===== src/rtl/dcache_ctrl_pkg.sv =====
// Shared types and helpers for the direct-mapped write-through data cache.
// FSM encoding, default geometry and byte-lane merge.
package dcache_ctrl_pkg;

  localparam int unsigned INDEX_BITS_DEF = 6;

  typedef enum logic [2:0] {
    S_IDLE    = 3'd0,
    S_RD_REQ  = 3'd1,
    S_RD_WAIT = 3'd2,
    S_WR_REQ  = 3'd3,
    S_WR_DONE = 3'd4
  } state_e;

  function automatic logic [31:0] merge_bytes(
    input logic [31:0] old_w,
    input logic [31:0] new_w,
    input logic [3:0]  mask
  );
    logic [31:0] r;
    r = old_w;
    for (int b = 0; b < 4; b++) begin
      if (mask[b]) r[8*b +: 8] = new_w[8*b +: 8];
    end
    return r;
  endfunction

endpackage


===== src/rtl/dcache_array.sv =====
// Flop-based valid/tag/data storage with a combinational read port.
// Valid bits clear on reset; tag and data arrays are never reset.
module dcache_array
  import dcache_ctrl_pkg::*;
#(
  parameter int unsigned INDEX_BITS = INDEX_BITS_DEF
) (
  input  logic                  clk_i,
  input  logic                  rst_i,
  input  logic [INDEX_BITS-1:0] idx_i,
  input  logic [29-INDEX_BITS:0] tag_i,
  input  logic                  fill_i,
  input  logic                  upd_i,
  input  logic [3:0]            wmask_i,
  input  logic [31:0]           wdata_i,
  output logic                  hit_o,
  output logic [31:0]           rdata_o
);

  localparam int unsigned LINES = 1 << INDEX_BITS;
  localparam int unsigned TAG_BITS = 30 - INDEX_BITS;

  logic [LINES-1:0]    valid_q;
  logic [TAG_BITS-1:0] tag_q  [LINES];
  logic [31:0]         data_q [LINES];

  always_ff @(posedge clk_i) begin
    if (rst_i) begin
      valid_q <= '0;
    end else if (fill_i) begin
      valid_q[idx_i] <= 1'b1;
    end
  end

  always_ff @(posedge clk_i) begin
    if (!rst_i && fill_i) begin
      tag_q[idx_i]  <= tag_i;
      data_q[idx_i] <= wdata_i;
    end else if (!rst_i && upd_i) begin
      data_q[idx_i] <= merge_bytes(data_q[idx_i], wdata_i, wmask_i);
    end
  end

  assign hit_o   = valid_q[idx_i] && (tag_q[idx_i] == tag_i);
  assign rdata_o = data_q[idx_i];

endmodule


===== src/rtl/dcache_ctrl.sv =====
// Data-cache controller: hit/miss FSM, memory handshake and load counters.
// Write-through, no-write-allocate; hits return data in the same cycle.
module dcache_ctrl
  import dcache_ctrl_pkg::*;
#(
  parameter int unsigned INDEX_BITS = INDEX_BITS_DEF
) (
  input  logic        clk,
  input  logic        reset,
  input  logic [31:0] cpu_addr,
  input  logic        cpu_re,
  input  logic [3:0]  cpu_we,
  input  logic [31:0] cpu_din,
  output logic [31:0] cpu_dout,
  output logic        stall,
  output logic        mem_req_valid,
  input  logic        mem_req_ready,
  output logic        mem_req_rw,
  output logic [29:0] mem_req_addr,
  output logic [31:0] mem_req_data,
  output logic [3:0]  mem_req_mask,
  input  logic        mem_resp_valid,
  input  logic [31:0] mem_resp_data,
  output logic [31:0] hit_count,
  output logic [31:0] miss_count
);

  state_e      state_q, state_d;
  logic [31:0] hit_cnt_q, miss_cnt_q;
  logic        hit, fill, upd, hit_inc, miss_inc, is_store;
  logic [31:0] rdata;
  logic        addr_unused;

  assign addr_unused = ^cpu_addr[1:0];
  assign is_store    = |cpu_we;

  dcache_array #(.INDEX_BITS(INDEX_BITS)) u_array (
    .clk_i   (clk),
    .rst_i   (reset),
    .idx_i   (cpu_addr[INDEX_BITS+1:2]),
    .tag_i   (cpu_addr[31:INDEX_BITS+2]),
    .fill_i  (fill),
    .upd_i   (upd),
    .wmask_i (cpu_we),
    .wdata_i (fill ? mem_resp_data : cpu_din),
    .hit_o   (hit),
    .rdata_o (rdata)
  );

  assign mem_req_addr = cpu_addr[31:2];
  assign mem_req_data = cpu_din;
  assign mem_req_mask = cpu_we;

  always_comb begin
    state_d       = state_q;
    stall         = 1'b0;
    cpu_dout      = '0;
    mem_req_valid = 1'b0;
    mem_req_rw    = 1'b0;
    fill          = 1'b0;
    upd           = 1'b0;
    hit_inc       = 1'b0;
    miss_inc      = 1'b0;
    if (reset) begin
      state_d = S_IDLE;
    end else begin
      unique case (state_q)
        S_IDLE: begin
          if (is_store) begin
            stall   = 1'b1;
            state_d = S_WR_REQ;
          end else if (cpu_re && hit) begin
            cpu_dout = rdata;
            hit_inc  = 1'b1;
          end else if (cpu_re) begin
            stall    = 1'b1;
            miss_inc = 1'b1;
            state_d  = S_RD_REQ;
          end
        end
        S_RD_REQ: begin
          stall         = 1'b1;
          mem_req_valid = 1'b1;
          if (mem_req_ready) state_d = S_RD_WAIT;
        end
        S_RD_WAIT: begin
          stall = 1'b1;
          if (mem_resp_valid) begin
            fill    = 1'b1;
            state_d = S_IDLE;
          end
        end
        S_WR_REQ: begin
          stall         = 1'b1;
          mem_req_valid = 1'b1;
          mem_req_rw    = 1'b1;
          if (mem_req_ready) begin
            upd     = hit;
            state_d = S_WR_DONE;
          end
        end
        // Held store is ignored here so it is not issued twice.
        S_WR_DONE: state_d = S_IDLE;
        default:   state_d = S_IDLE;
      endcase
    end
  end

  always_ff @(posedge clk) begin
    if (reset) begin
      state_q    <= S_IDLE;
      hit_cnt_q  <= '0;
      miss_cnt_q <= '0;
    end else begin
      state_q    <= state_d;
      hit_cnt_q  <= hit_cnt_q + {31'd0, hit_inc};
      miss_cnt_q <= miss_cnt_q + {31'd0, miss_inc};
    end
  end

  assign hit_count  = hit_cnt_q;
  assign miss_count = miss_cnt_q;

endmodule


===== config.mk =====
export PLATFORM = sky130hd
export DESIGN_NAME = dcache_ctrl
export DESIGN_NICKNAME = d
export VERILOG_FILES = /design/src/rtl/dcache_ctrl_pkg.sv /design/src/rtl/dcache_array.sv /design/src/rtl/dcache_ctrl.sv
export SDC_FILE = /design/constraint.sdc
export NUM_CORES = 2
export LEC_CHECK = 0
export CORE_ASPECT_RATIO = 2
export CORE_UTILIZATION = 60
export CTS_CLUSTER_DIAMETER = 60
export DETAILED_ROUTE_END_ITERATION = 6
export PLACE_DENSITY = 0.77
export SLEW_MARGIN = 20
export SYNTH_ARGS = -nofsm -noshare
export SYNTH_HDL_FRONTEND = slang
export SYNTH_SLANG_ARGS = --single-unit

===== constraint.sdc =====
create_clock -name clk -period 11.6 [get_ports clk]
set_input_delay 3.48 -clock clk [delete_from_list [all_inputs] [get_ports clk]]
set_output_delay 3.48 -clock clk [all_outputs]
set_load 0.03 [all_outputs]

==> reports/qor.yml <==
pwr-share-seq_pct: 54.6
post_cts_resized: 0
vias: 91016
r2r_start: "u_array.tag_q[7][0]$_DFFE_PP_"
synth.most_common_cell: "edfxtp_1"
worst_path_largest_cell_delay_ps: 1010
non_clock_buffer_area_share_pct: 5.52
cts_buffers: 301
logic_gates: 3762
ys_area_mm2: 0.143
syn_area_per_cell_um2: 17.6
edf_count: 3584
synth.largest_area_cell: "edfxtp_1"
signal_buffers: 943
drc_errors: 4
crit_top_cell: "buf_12"
worstHoldPathCells: 1
wl_per_cell_um: 41.6
crit_type: "in2out"
setup-violations-final: 32
synth_cells: 8100
final_layout_top_logic_cells: "edfxtp_1, buf_4, mux2i_1"
warning_count: 29
place_hpwl_um: 303000
endpoint_kind: "output pin"
worst-r2r-cell-count: 23
clk-power_mw: 10.5
p_sw_mw: 6.03
min_from: "state_q[2]$_SDFFE_PP0P_"
cts_max_path_buffers: 4
grt_util_all_layers_pct: 41.5
slew_headroom_pct: 13.0
fin_hold_ws_ps: 432
crit_family: "AND-OR/OR-AND gates"
fin_ws_ps: -115
synth_nets: 8209
clockPowerShare_pct: 38.7
status: "finished with violations"
drtPass1Iterations: 7
ir_worst_vdd_uv: 142
worst_pin_slew_ps: 1310
startpoint: "cpu_addr[3]"
finalWirelength_um: 501000
ys_warn_count: 0
die_x_um: 347
cts_setup_buffers: 0
clock_sinks: 3715
rsz0062_at_grt: "false"
area_growth_pct: 14.7
chip_area_mm2: 0.240
cts_tree: "built"
grt_pass1_vias: 88756
seq_power_mw: 14.8
finalCritPeriodShare_pct: 101
p_total_mw: 27.0
cp_num_buf_inv: 6
drive_gt1_share_pct: 18.8
grt-ovfl-total: 0
syn-cell-area_mm2: 0.143
chipHeight_um: 692
violations: "design-rule violations, negative setup slack"
cap_violations: 0
critPathMaxFanout: 36
cts.clk_slew.worst_paths_ps: 60
drt_iter0_drc: 16251
fp_util_pct: 60.5
r2r_end: "miss_count[30]$_SDFF_PP0_"
flops: 3715
nClkBuffers: 381
powerDensity_mw_per_mm2: 165
clk_latency_ps: 940
postCtsHoldBufs: 0
async_flop_share_pct: 0
viasPerCell: 7.56
[metal layers]
| metal | vias to the layer above | share of wire (%) | global-route usage (%) |
|---|---|---|---|
| met5 | - | 0.022 | 0.0808 |
| met4 | 18 | 13 | 42.9 |
| met3 | 2782 | 14 | 12.0 |
| met2 | 9469 | 46 | 64.1 |
| met1 | 44371 | 27 | 44.5 |
| li1 | 34376 | - | - |
[logic make-up after synthesis]
logic type,after synthesis,synth area share [%]
multiplexers,788,6.59
AND/OR/NAND/NOR,1030,3.72
adder cells (fa/ha/maj),4,0.0351
AND-OR/OR-AND,1873,9.70
buffers and inverters,623,2.27
XOR/XNOR,67,0.411
flip-flops,3715,77.3
[state kept, by name (all words and copies together) (netlist names)]
name and flops:
u_array.valid_q 64, miss_count 32, hit_count 32, u_array.tag_q 1536, state_q 3, u_array.data_q 2048
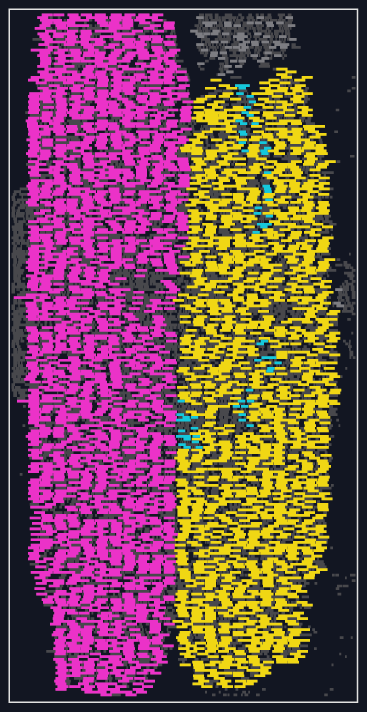
(sequential cells coloured by netlist name)
Drawn at 1 px/µm. Other sequential cells in the stronger grey, the rest of the logic in the fainter grey.
Key: yellow = `u_array.tag_q` [flops 1536]; cyan = `u_array.valid_q` [flops 64]; magenta = `u_array.data_q` [flops 2048]
Another 67 sequential cells are not coloured.
sequential portion of the cell area: 67.4%
register area: 0.110 mm²

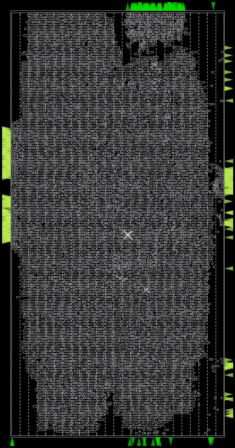
(cell outlines without signal wires)
TAP cells: 3048
fin util: 69.4%
Site Rows: 252
core area: 0.236 mm²
Final Non-Filler Cells: 12036

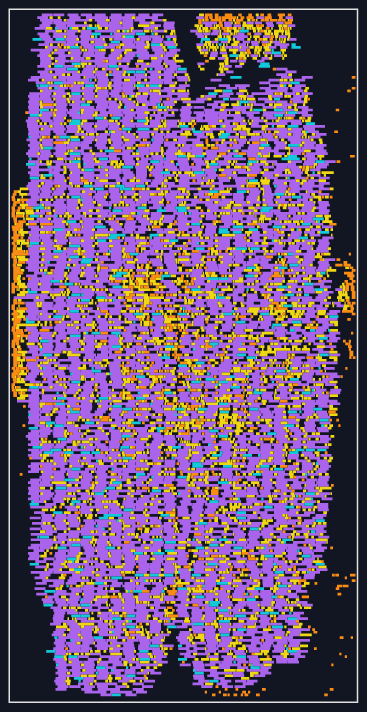
(placement by cell class)
Drawn at 1 px/µm.
Key: cyan = clock drivers and dummy loads [cells 538, share of their area 6.1%]; yellow = remaining logic cells [cells 3772, share of their area 19%]; purple = registers [cells 3715, share of their area 69%]; orange = remaining buffers and delay cells [cells 943, share of their area 5.7%]

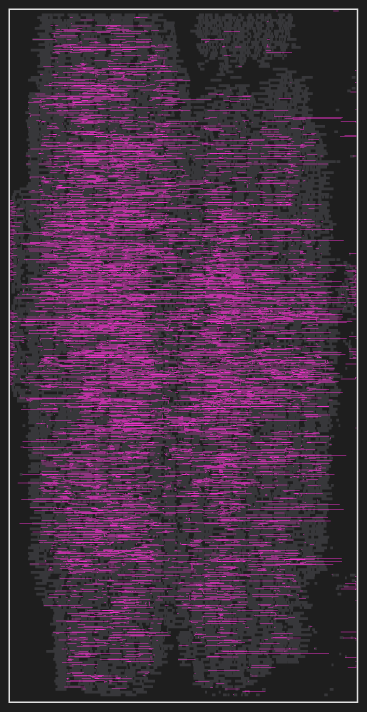
(the metal 3 layer)
Drawn at 1 px/µm.
The layer holds 14% of the routed length. The longest straight run is 260 µm. The wires run mostly horizontal.

Power and IR drop assume default switching activity.
